File: src/rtl/microwave_multi_btn_debounce.sv
// N-channel pushbutton conditioner: 2-FF sync, tick-integrating debounce, edge pulses, long-press/auto-repeat.
// Outputs are registered; pulses appear the clk after the qualifying tick edge. No backpressure.
module microwave_multi_btn_debounce #(
  parameter int NUM_BTN    = 5,
  parameter int TICK_DIV   = 100000,
  parameter int STABLE_CNT = 20,
  parameter int LONG_CNT   = 1000,
  parameter int REPEAT_CNT = 200,
  parameter int REPEAT_EN  = 1
) (
  input  logic               clk,
  input  logic               reset_n,
  input  logic [NUM_BTN-1:0] noise_btn,
  output logic [NUM_BTN-1:0] clean_btn,
  output logic [NUM_BTN-1:0] press_pulse,
  output logic [NUM_BTN-1:0] release_pulse,
  output logic [NUM_BTN-1:0] long_pulse,
  output logic [NUM_BTN-1:0] repeat_pulse
);

  localparam int DIV_W    = (TICK_DIV > 1) ? $clog2(TICK_DIV) : 1;
  localparam int STB_W    = $clog2(STABLE_CNT + 1);
  localparam int HOLD_MAX = (LONG_CNT > REPEAT_CNT) ? LONG_CNT : REPEAT_CNT;
  localparam int HOLD_W   = $clog2(HOLD_MAX + 1);

  localparam logic [DIV_W-1:0]  DIV_LAST  = DIV_W'(TICK_DIV - 1);
  localparam logic [STB_W-1:0]  STB_LAST  = STB_W'(STABLE_CNT - 1);
  localparam logic [HOLD_W-1:0] LONG_LAST = HOLD_W'(LONG_CNT - 1);
  localparam logic [HOLD_W-1:0] REP_LAST  = HOLD_W'(REPEAT_CNT - 1);

  typedef enum logic [1:0] {IDLE, PRESSED, LONG, REPEAT} state_t;

  logic [DIV_W-1:0]                div_q;
  logic                            tick;
  logic [NUM_BTN-1:0]              meta_q, sync_q;
  logic [NUM_BTN-1:0][STB_W-1:0]   stb_q, stb_d;
  logic [NUM_BTN-1:0]              flip;
  logic [NUM_BTN-1:0]              clean_q, press_q, release_q, long_q, rep_q;
  logic [NUM_BTN-1:0][HOLD_W-1:0]  hold_q;
  state_t [NUM_BTN-1:0]            state_q;

  assign tick = (div_q == DIV_LAST);

  always_ff @(posedge clk) begin
    if (!reset_n) begin
      div_q <= '0;
    end else if (tick) begin
      div_q <= '0;
    end else begin
      div_q <= div_q + DIV_W'(1);
    end
  end

  always_ff @(posedge clk) begin
    if (!reset_n) begin
      meta_q <= '0;
      sync_q <= '0;
    end else begin
      meta_q <= noise_btn;
      sync_q <= meta_q;
    end
  end

  // Integrator: the clean level flips only after STABLE_CNT consecutive disagreeing ticks.
  always_comb begin
    stb_d = stb_q;
    flip  = '0;
    for (int i = 0; i < NUM_BTN; i++) begin
      if (tick) begin
        if (sync_q[i] != clean_q[i]) begin
          if (stb_q[i] == STB_LAST) begin
            flip[i]  = 1'b1;
            stb_d[i] = '0;
          end else begin
            stb_d[i] = stb_q[i] + STB_W'(1);
          end
        end else begin
          stb_d[i] = '0;
        end
      end
    end
  end

  always_ff @(posedge clk) begin
    if (!reset_n) begin
      stb_q     <= '0;
      clean_q   <= '0;
      press_q   <= '0;
      release_q <= '0;
    end else begin
      stb_q     <= stb_d;
      clean_q   <= clean_q ^ flip;
      press_q   <= flip & ~clean_q;
      release_q <= flip & clean_q;
    end
  end

  // A falling edge wins over any threshold hit on the same tick, so no long/repeat accompanies a release.
  always_ff @(posedge clk) begin
    if (!reset_n) begin
      long_q <= '0;
      rep_q  <= '0;
      for (int i = 0; i < NUM_BTN; i++) begin
        state_q[i] <= IDLE;
        hold_q[i]  <= '0;
      end
    end else begin
      long_q <= '0;
      rep_q  <= '0;
      for (int i = 0; i < NUM_BTN; i++) begin
        if (flip[i] && clean_q[i]) begin
          state_q[i] <= IDLE;
          hold_q[i]  <= '0;
        end else if (flip[i]) begin
          state_q[i] <= PRESSED;
          hold_q[i]  <= '0;
        end else if (tick) begin
          case (state_q[i])
            PRESSED: begin
              if (hold_q[i] == LONG_LAST) begin
                long_q[i]  <= 1'b1;
                hold_q[i]  <= '0;
                state_q[i] <= LONG;
              end else begin
                hold_q[i] <= hold_q[i] + HOLD_W'(1);
              end
            end
            LONG, REPEAT: begin
              if (REPEAT_EN != 0) begin
                if (hold_q[i] == REP_LAST) begin
                  rep_q[i]   <= 1'b1;
                  hold_q[i]  <= '0;
                  state_q[i] <= REPEAT;
                end else begin
                  hold_q[i] <= hold_q[i] + HOLD_W'(1);
                end
              end
            end
            default: ;
          endcase
        end
      end
    end
  end

  assign clean_btn     = clean_q;
  assign press_pulse   = press_q;
  assign release_pulse = release_q;
  assign long_pulse    = long_q;
  assign repeat_pulse  = rep_q;

endmodule

File: config.mk
export PLATFORM = sky130hd
export DESIGN_NAME = microwave_multi_btn_debounce
export DESIGN_NICKNAME = d
export VERILOG_FILES = /design/src/rtl/microwave_multi_btn_debounce.sv
export SDC_FILE = /design/constraint.sdc
export NUM_CORES = 1
export LEC_CHECK = 0
export CAP_MARGIN = 20
export CORE_ASPECT_RATIO = 0.9
export CORE_UTILIZATION = 30
export CTS_BUF_LIST = sky130_fd_sc_hd__clkbuf_4 sky130_fd_sc_hd__clkbuf_8 sky130_fd_sc_hd__clkbuf_16
export DETAILED_ROUTE_END_ITERATION = 7
export PLACE_DENSITY = 0.55
export SLEW_MARGIN = 20
export SYNTH_ARGS = -nofsm -noshare
export SYNTH_HDL_FRONTEND = slang
export SYNTH_SLANG_ARGS = --single-unit
File: constraint.sdc
create_clock -name clk -period 2.56 [get_ports clk]
set_input_delay 0.512 -clock clk [delete_from_list [all_inputs] [get_ports clk]]
set_output_delay 0.512 -clock clk [all_outputs]
set_load 0.01 [all_outputs]
Fig. 1: run 1, track usage over the die
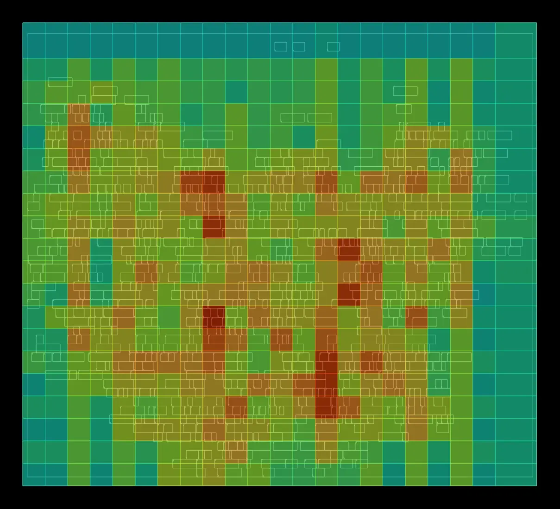
met3 routing resource usage after global routing: 3.50%
met2 layer usage reported by global route: 21.9%
wire length per cell after detailed routing: 14.3 microns

Fig. 2: run 1, wire density map
Scale bar: 50 microns. The die is cut into 32 by 28 equal tiles; dark purple is low, yellow is high, scaled to the fullest tile. Values are wire area over tile area, all layers added.
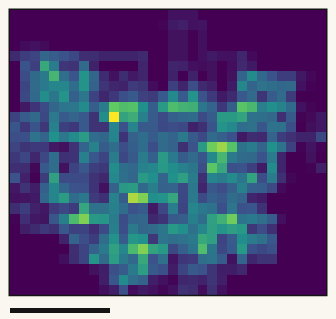
nearly empty tiles: 32%
densest ninth of the die: center
mean over tiles: 0.11
global-route total usage across every layer: 15.2%
post-detailed-routing wire length: 15,700 microns
total number of vias: 5,492

Fig. 3: run 1, I/O nets highlighted
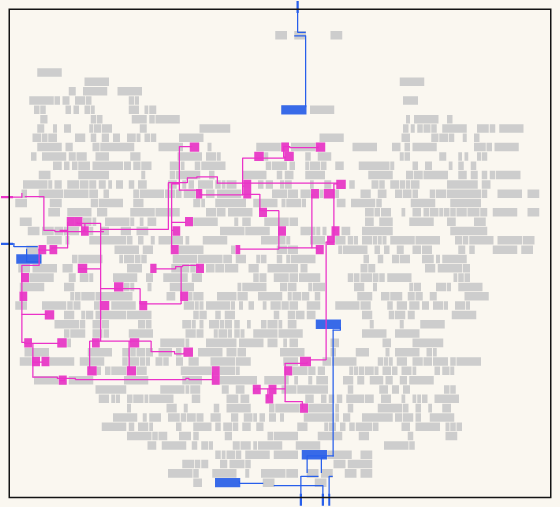
[blue] press_pulse | bits: 5 | direction: output | edge: 3 bottom, 1 top, 1 left | end cells: 5 | buffers: 5 | wire: 149 microns
[magenta] reset_n | bits: 1 | direction: input | edge: left | end cells: 53 | buffers: 4 | wire: 679 microns
port bufs: 31
IO Pins: 32

==> run_results.csv, run 1 <==
group,metric,value,unit
yosys,yosys.stat.seqShare,42.0,%
yosys,synth.avg_cell_area,8.83,sq um
placement,postPlaceCellArea,7340,sq um
yosys,syn-instance-count,740,
yosys,synth-seq-cells,137,
critical_path,classification_of_the_worst_setup_path,"reg2reg",
clocking,clock_tree.buffer_depth,2,
clocking,cts.reportedPaths.clkPinSlew,60,ps
status,outcome,"completed",
power_and_ir_drop,internal-power,3.84,mW
grt,grt_pass1_wl,26600,microns
yosys,synthTopCellsByCount,"137 x sky130_fd_sc_hd__dfxtp_1, 74 x sky130_fd_sc_hd__nor2_1, 47 x sky130_fd_sc_hd__nand3_1",
power_and_ir_drop,power,4.92,mW
clocking,ctsHtreeMaxLevel,4,
sta,post-route-period-util,90.9,%
clocking,clk_latency,430,ps
sta,totalNegativeSetupSlack,0,ps
yosys,syn-cell-area,6530,sq um
grt,grt_overflow_total,0,
flow_run,max-cap-violations,0,
layout,layout.cells.most_common,"sky130_fd_sc_hd__dfxtp_1",
critical_path,worstPathRequired,2920,ps
routing,drc_errors,0,
power_and_ir_drop,share_seq_of_total_power,43.6,%
power_and_ir_drop,switching_power,1.09,mW
sta,final.setup.worst_slack,233,ps
floorplan,die_h,142,microns
floorplan,dieArea,22400,sq um
worst_hold_path,hp-class,"reg2reg",
yosys,most_common_cell,"sky130_fd_sc_hd__dfxtp_1",
power_and_ir_drop,p_comb,95.9,uW
clocking,cts_tree,"built",
sta,achievable-frequency,430,MHz
power_and_ir_drop,p_comb_share,1.9,%
critical_path,setup.worst_path.start_class,"register",
yosys,ys_cells,740,
routing,met2_length,6610,microns
critical_path,end_kind,"register",
sta,hold_viol,0,
sta,final_period_minus_worst_setup_slack,2330,ps
grt,grt_antenna_before_repair,0,
yosys,edf_count,0,
critical_path,path_delay_family,"simple AND/OR/NAND/NOR gates",
layout,final_area,8010,sq um
## run 1: cell type report
cell class | instances | area, sq um | share of cell area, %
clock buffer | 17 | 425 | 5.31
clock inverter | 15 | 215 | 2.69
inverter | 12 | 45.0 | 0.563
multi-input combinational | 564 | 3650 | 45.6
sequential | 137 | 2740 | 34.3
tap | 286 | 358 | 4.47
timing repair buffer | 66 | 568 | 7.10
## run 1: registers in the layout, indices dropped and copies added (netlist names)
signal and cells:
hold_q 50, meta_q 5, long_pulse 5, state_q 10
sync_q 5, repeat_pulse 5, clean_btn 5, stb_q 25
div_q 17, press_pulse 5, release_pulse 5
## run 1: metal layers
layer / up-vias / GRT usage [%]
met1: 2583 / 22.0
met3: 16 / 3.50
li1: 2810 / -
met5: - / 0
met2: 83 / 21.9
met4: 0 / 5.37
## run 1: logic make-up (layout without fill, tap and decap cells)
group / Yosys count / count (layout) / synth area share (%)
XOR/XNOR: 42 / 42 / 5.63
AND/OR/NAND/NOR: 364 / 364 / 32.2
AND-OR/OR-AND: 137 / 137 / 13.6
flip-flops: 137 / 137 / 42.0
adder cells (fa/ha/maj): 21 / 21 / 4.02
buffers and inverters: 39 / 110 / 2.60
## run 1: path summary, 6_finish.rpt
path | from | to | slack (ps) | depth (start not counted)
setup reg to reg | div_q[0] | hold_q[7] | 230 | 10
setup / recovery | div_q[0] | hold_q[7] | 230 | 10
hold / removal | meta_q[3] | sync_q[3] | 430 | 1
hold reg to reg | meta_q[3] | sync_q[3] | 430 | 1
## run 1: per-stage QoR
step,utilization [%],hold WS (ps),std cells
after detailed placement,34.8,418,1065
after floorplan,-,412,740
after global placement,34.8,419,1065
final,38.0,433,1097
after global routing,38.0,447,1097
after CTS,37.9,433,1097
Fig. 4: run 1, cell sizes after repair
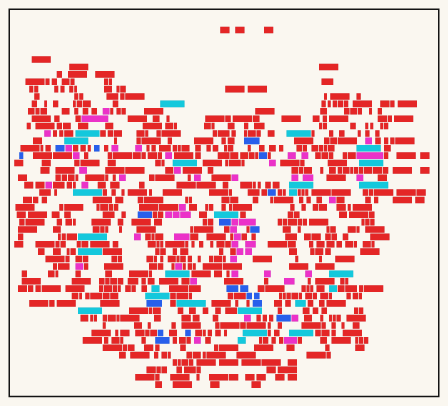

==> inputs of run 2 (changes only) <==
CORE_UTILIZATION = 54   (was 30)
CTS_CLUSTER_DIAMETER = 30   (was unset)
PLACE_DENSITY = 0.84   (was 0.55)
Fig. 5: run 2, cell sizes after repair
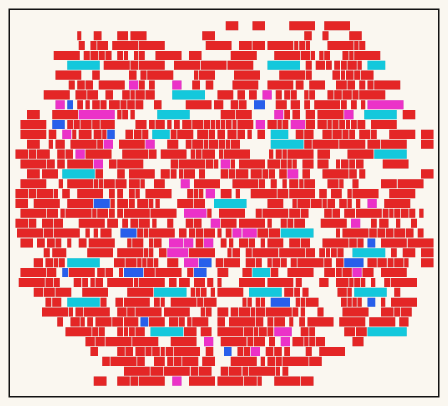
[magenta] x3 and x4 | cells: 36 | share: 4.5%
[cyan] x6 and larger | cells: 22 | share: 2.8%
[red] x1 and smaller | cells: 720 | share: 91%
[blue] x2 | cells: 16 | share: 2.0%

==> run 2 against run 1 <==
  * Sequential power barely moved
  * Cell count down 13%
  * Critical path type unchanged
  * Synthesized area unchanged
  * Sequential cell count is the same
  * Critical path depth stayed put
==> run_results.csv, run 2 <==
group,metric,value,unit
status,outcome,"completed",
yosys,syn-cell-area,6530,sq um
routing,routed_wire_length_per_instance,16.3,microns
worst_hold_path,worstHoldStart,"meta_q[2]",
layout,comb_area,3630,sq um
yosys,ys_cells,740,
floorplan,die_h,106,microns
yosys,synth.avg_cell_area,8.83,sq um
sta,final.setup.worst_slack,174,ps
floorplan,design.portCount,32,
routing,routed_wirelength,15500,microns
clocking,cts_tree,"built",
grt,grt.total_usage,26.2,%
clocking,ctsHtreeMaxLevel,4,
critical_path,end_kind,"register",
grt,grt_antenna_before_repair,0,
sta,final_period_minus_worst_setup_slack,2390,ps
worst_hold_path,hp-class,"reg2reg",
yosys,most_common_cell,"sky130_fd_sc_hd__dfxtp_1",
grt,grt_pass1_wl,26200,microns
layout,largest-register,"hold_q",
critical_path,crit-reg2reg-capture,"hold_q[3]",
worst_hold_path,hold_crit_endpoint,"sync_q[2]",
routing,drc_errors,0,
sta,totalNegativeSetupSlack,0,ps
yosys,yosys.stat.seqShare,42.0,%
flow_run,max-cap-violations,0,
clocking,clk_latency,420,ps
Fig. 6: run 2, cells colored by class
Scale bar: 20 microns.
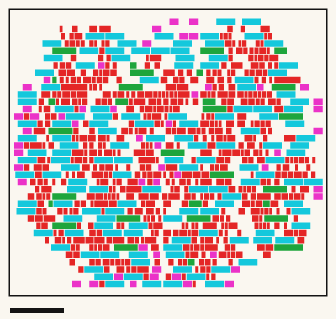
[magenta] remaining buffers and delay cells | cells: 52 | share of their area: 6.3%
[green] clock drivers and dummy loads | cells: 29 | share of their area: 7.5%
[cyan] registers | cells: 137 | share of their area: 37%
[red] remaining logic cells | cells: 576 | share of their area: 49%
Post-Layout Inst Area: 7640 sq um
row count: 37
Core Box Area: 11,600 sq um

-- run 2: logic make-up (layout without fill, tap and decap cells) --
group / Yosys count / count (layout) / synth area share, %
buffers and inverters: 39 / 93 / 2.60
DFF: 137 / 137 / 42.0
adders and majority gates: 21 / 21 / 4.02
and+or+nand+nor: 364 / 364 / 32.2
xor gates and xnor gates: 42 / 42 / 5.63
AOI/OAI and AO/OA: 137 / 137 / 13.6
-- run 2: stage by stage --
step           hold slack (ps)  power, mW  std cells  area [sq um]
6_report                   437       4.56        950          7640
5_1_grt                    454       4.70        950          7640
4_1_cts                    436       4.58        950          7640
3_5_place_dp               424       2.29        921          7080
3_3_place_gp               415       2.28        921          7080
2_1_floorplan              412       2.25        740          6560
-- run 2: area by class of cell --
type	count	share of cell area, %
Tap cell	156	2.55
Clock inverter	3	0.524
Sequential cell	137	35.9
Timing Repair Buffer	52	6.12
Clock buffer	26	6.78
Inverter	12	0.589
Multi-Input combinational cell	564	47.6
-- run 2: per-layer routing --
| layer | wire (microns) | vias up |
|---|---|---|
| met5 | 0 | - |
| met4 | 402 | 0 |
| met3 | 908 | 37 |
| met2 | 7490 | 212 |
| met1 | 6710 | 2745 |
| li1 | - | 2784 |
-- run 2: worst max-delay path by stage --
stage,start,to,slack (ps),depth (start not counted)
floorplan,div_q[0],hold_q[7],7,15
global placement,div_q[0],hold_q[9],220,10
detailed placement,div_q[0],hold_q[3],160,10
CTS,div_q[0],hold_q[3],130,10
global route,stb_q[10],hold_q[24],60,9
finish,div_q[0],hold_q[3],170,10
-- run 2: repair_timing --
action / 4_1_cts / 5_1_grt
endpoints found under the hold margin: 0 / 0
setup endpoints to repair: 0 / 8
gates resized: 0 / 2
-- run 2: where the power goes --
part           switching (mW)  internal (mW)
sequential            0.00692           2.15
clock                   0.846           1.47
combinational          0.0507         0.0400
Fig. 7: run 2, wire density map
Scale bar: 20 microns. The die is cut into 24 by 21 equal tiles; dark purple is low, yellow is high, scaled to the fullest tile. Values are wire area over tile area, all layers added.
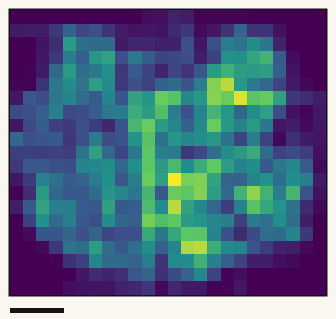

==> inputs of run 3 (changes only) <==
ABC_AREA = 1   (was unset)
CORE_UTILIZATION = 55   (was 54)
CTS_CLUSTER_DIAMETER = 60   (was 30)
HOLD_SLACK_MARGIN = 0.02   (was unset)
PLACE_DENSITY = 0.85   (was 0.84)
Fig. 8: run 3, wire density map
Scale bar: 20 microns. The die is cut into 24 by 22 equal tiles; dark purple is low, yellow is high, scaled to the fullest tile. Values are wire area over tile area, all layers added.
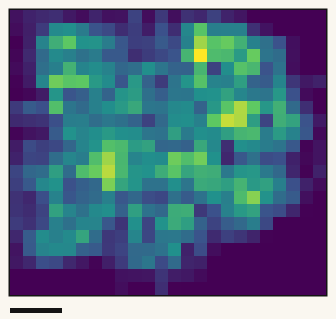
emptiest ninth of the die: lower right
mean over tiles: 0.20
nearly empty tiles: 18%

==> run 3 against run 2 <==
  * Wire length rose by 2.4%
  * Die size rose by 4.3%
  * Register-to-register slack improved by 30 ps
  * Clock skew rose by 4.0 ps
  * Combinational power fell by 5.3%
  * Non-clock buffer count fell by 13
  * Largest power group unchanged
==> run_results.csv, run 3 <==
group,metric,value,unit
status,outcome,"completed",
power_and_ir_drop,group_drawing_the_most_power,"the clock network",
placement,place_inst,1201,
worst_hold_path,hp-class,"reg2reg",
critical_path,setup.worst_path.start_class,"register",
yosys,yosys.stat.seqShare,39.5,%
sta,final.setup.worst_slack,204,ps
sta,achievable-frequency,424,MHz
yosys,synth-seq-cells,137,
worst_hold_path,hold_crit_endpoint,"sync_q[1]",
clocking,clk_latency,420,ps
sta,hold_viol,0,
critical_path,crit-reg2reg-capture,"repeat_pulse[2]",
power_and_ir_drop,seq_cell_power,2.15,mW
grt,groute.layer.met3.usage,5.75,%
routing,routed_wire_length_per_instance,12.9,microns
layout,layout.cells.most_common,"sky130_fd_sc_hd__nand2_1",
floorplan,core_area,12200,sq um
power_and_ir_drop,internal-power,3.94,mW
routing,drc_errors,0,
clocking,ctsHtreeMaxLevel,4,
yosys,synth.avg_cell_area,6.84,sq um
yosys,syn-cell-area,6950,sq um
grt,global_route.peak_usage_layer,"met2",
power_and_ir_drop,fraction_of_power_spent_switching_nets,19.9,%
power_and_ir_drop,switching_power,981,uW
clocking,clock_tree.buffer_depth,2,
layout,fin_cells,1234,
layout,largest_register_ff_count,50,
yosys,edf_count,0,
routing,routed_wirelength,15900,microns
floorplan,dieArea,13100,sq um
grt,grt_pass1_wl,27000,microns
placement,postPlaceCellArea,7440,sq um
placement,portBuffers,31,
layout,largestRegisters,"hold_q x50, stb_q x25, div_q x17",
critical_path,classification_of_the_worst_setup_path,"reg2reg",
critical_path,worstPathRequired,2890,ps
power_and_ir_drop,clock_power_share,54.6,%
Fig. 9: run 3, track usage over the die
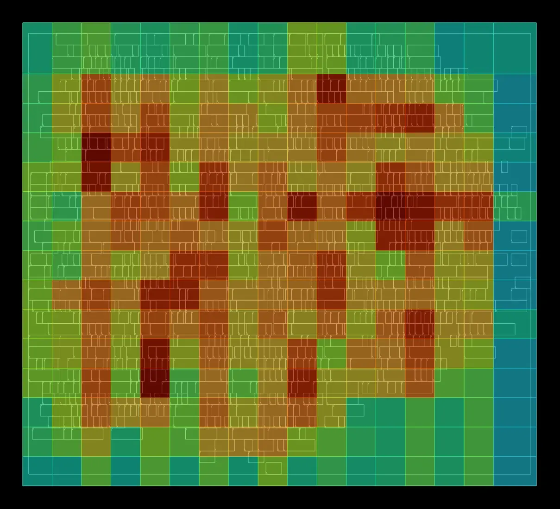
met2 layer usage reported by global route: 41.8%
global-route total usage across every layer: 25.8%
M1 GR Usage: 33.2%

[run 3: final cells by class]
class                   instances  area, sq um  area share, %
clock buffers                  19          453           5.59
clock inverters                12          198           2.44
inverters                     163          612           7.55
multi-input cells             704         3530           43.5
flip-flops and latches        137         2740           33.8
well taps                     160          200           2.47
repair buffers                 39          370           4.57
[run 3: stage by stage]
step           util [%]  hold slack, ps  total power [mW]
2_1_floorplan         -             390              2.25
3_3_place_gp       61.1             392              2.28
3_5_place_dp       61.1             400              2.28
4_1_cts            66.4             413              4.95
5_1_grt            66.6             437              5.06
6_report           66.6             411              4.92
[run 3: worst max-delay path: cells and delay by family, from the launching register on]
| family | cells | cell delay (ps) |
|---|---|---|
| and+or+nand+nor | 8 | 1240 |
| DFF | 1 | 320 |
| adders and majority gates | 2 | 410 |
| buffers and inverters | 2 | 280 |
[run 3: worst max-delay path by stage]
stage	start	endpoint	slack [ps]
finish	div_q[0]	repeat_pulse[2]	200
global route	div_q[0]	hold_q[33]	2
CTS	div_q[0]	hold_q[37]	160
detailed placement	div_q[0]	hold_q[36]	240
global placement	div_q[0]	hold_q[37]	370
floorplan	div_q[0]	repeat_pulse[2]	550
[run 3: cells by family after synthesis]
logic type / Yosys count / synth area share, %
flops: 137 / 39.5
xor+xnor: 28 / 3.53
fa+ha+maj: 21 / 3.78
buf+inv: 175 / 9.73
compound gates: 88 / 6.59
mux: 2 / 0.288
simple gates: 565 / 36.6
[run 3: timing repair]
action / in CTS / in global routing
gates resized: 0 / 0
buffers inserted: 0 / 2
setup endpoints to repair: 0 / 4
[run 3: metal layers]
layer,vias up,share of wire (%)
met5,-,0
met4,0,2.3
met3,42,6.0
met2,222,46
met1,2976,46
li1,3319,-
No activity file was given, so power comes from the tool's default toggle rates.
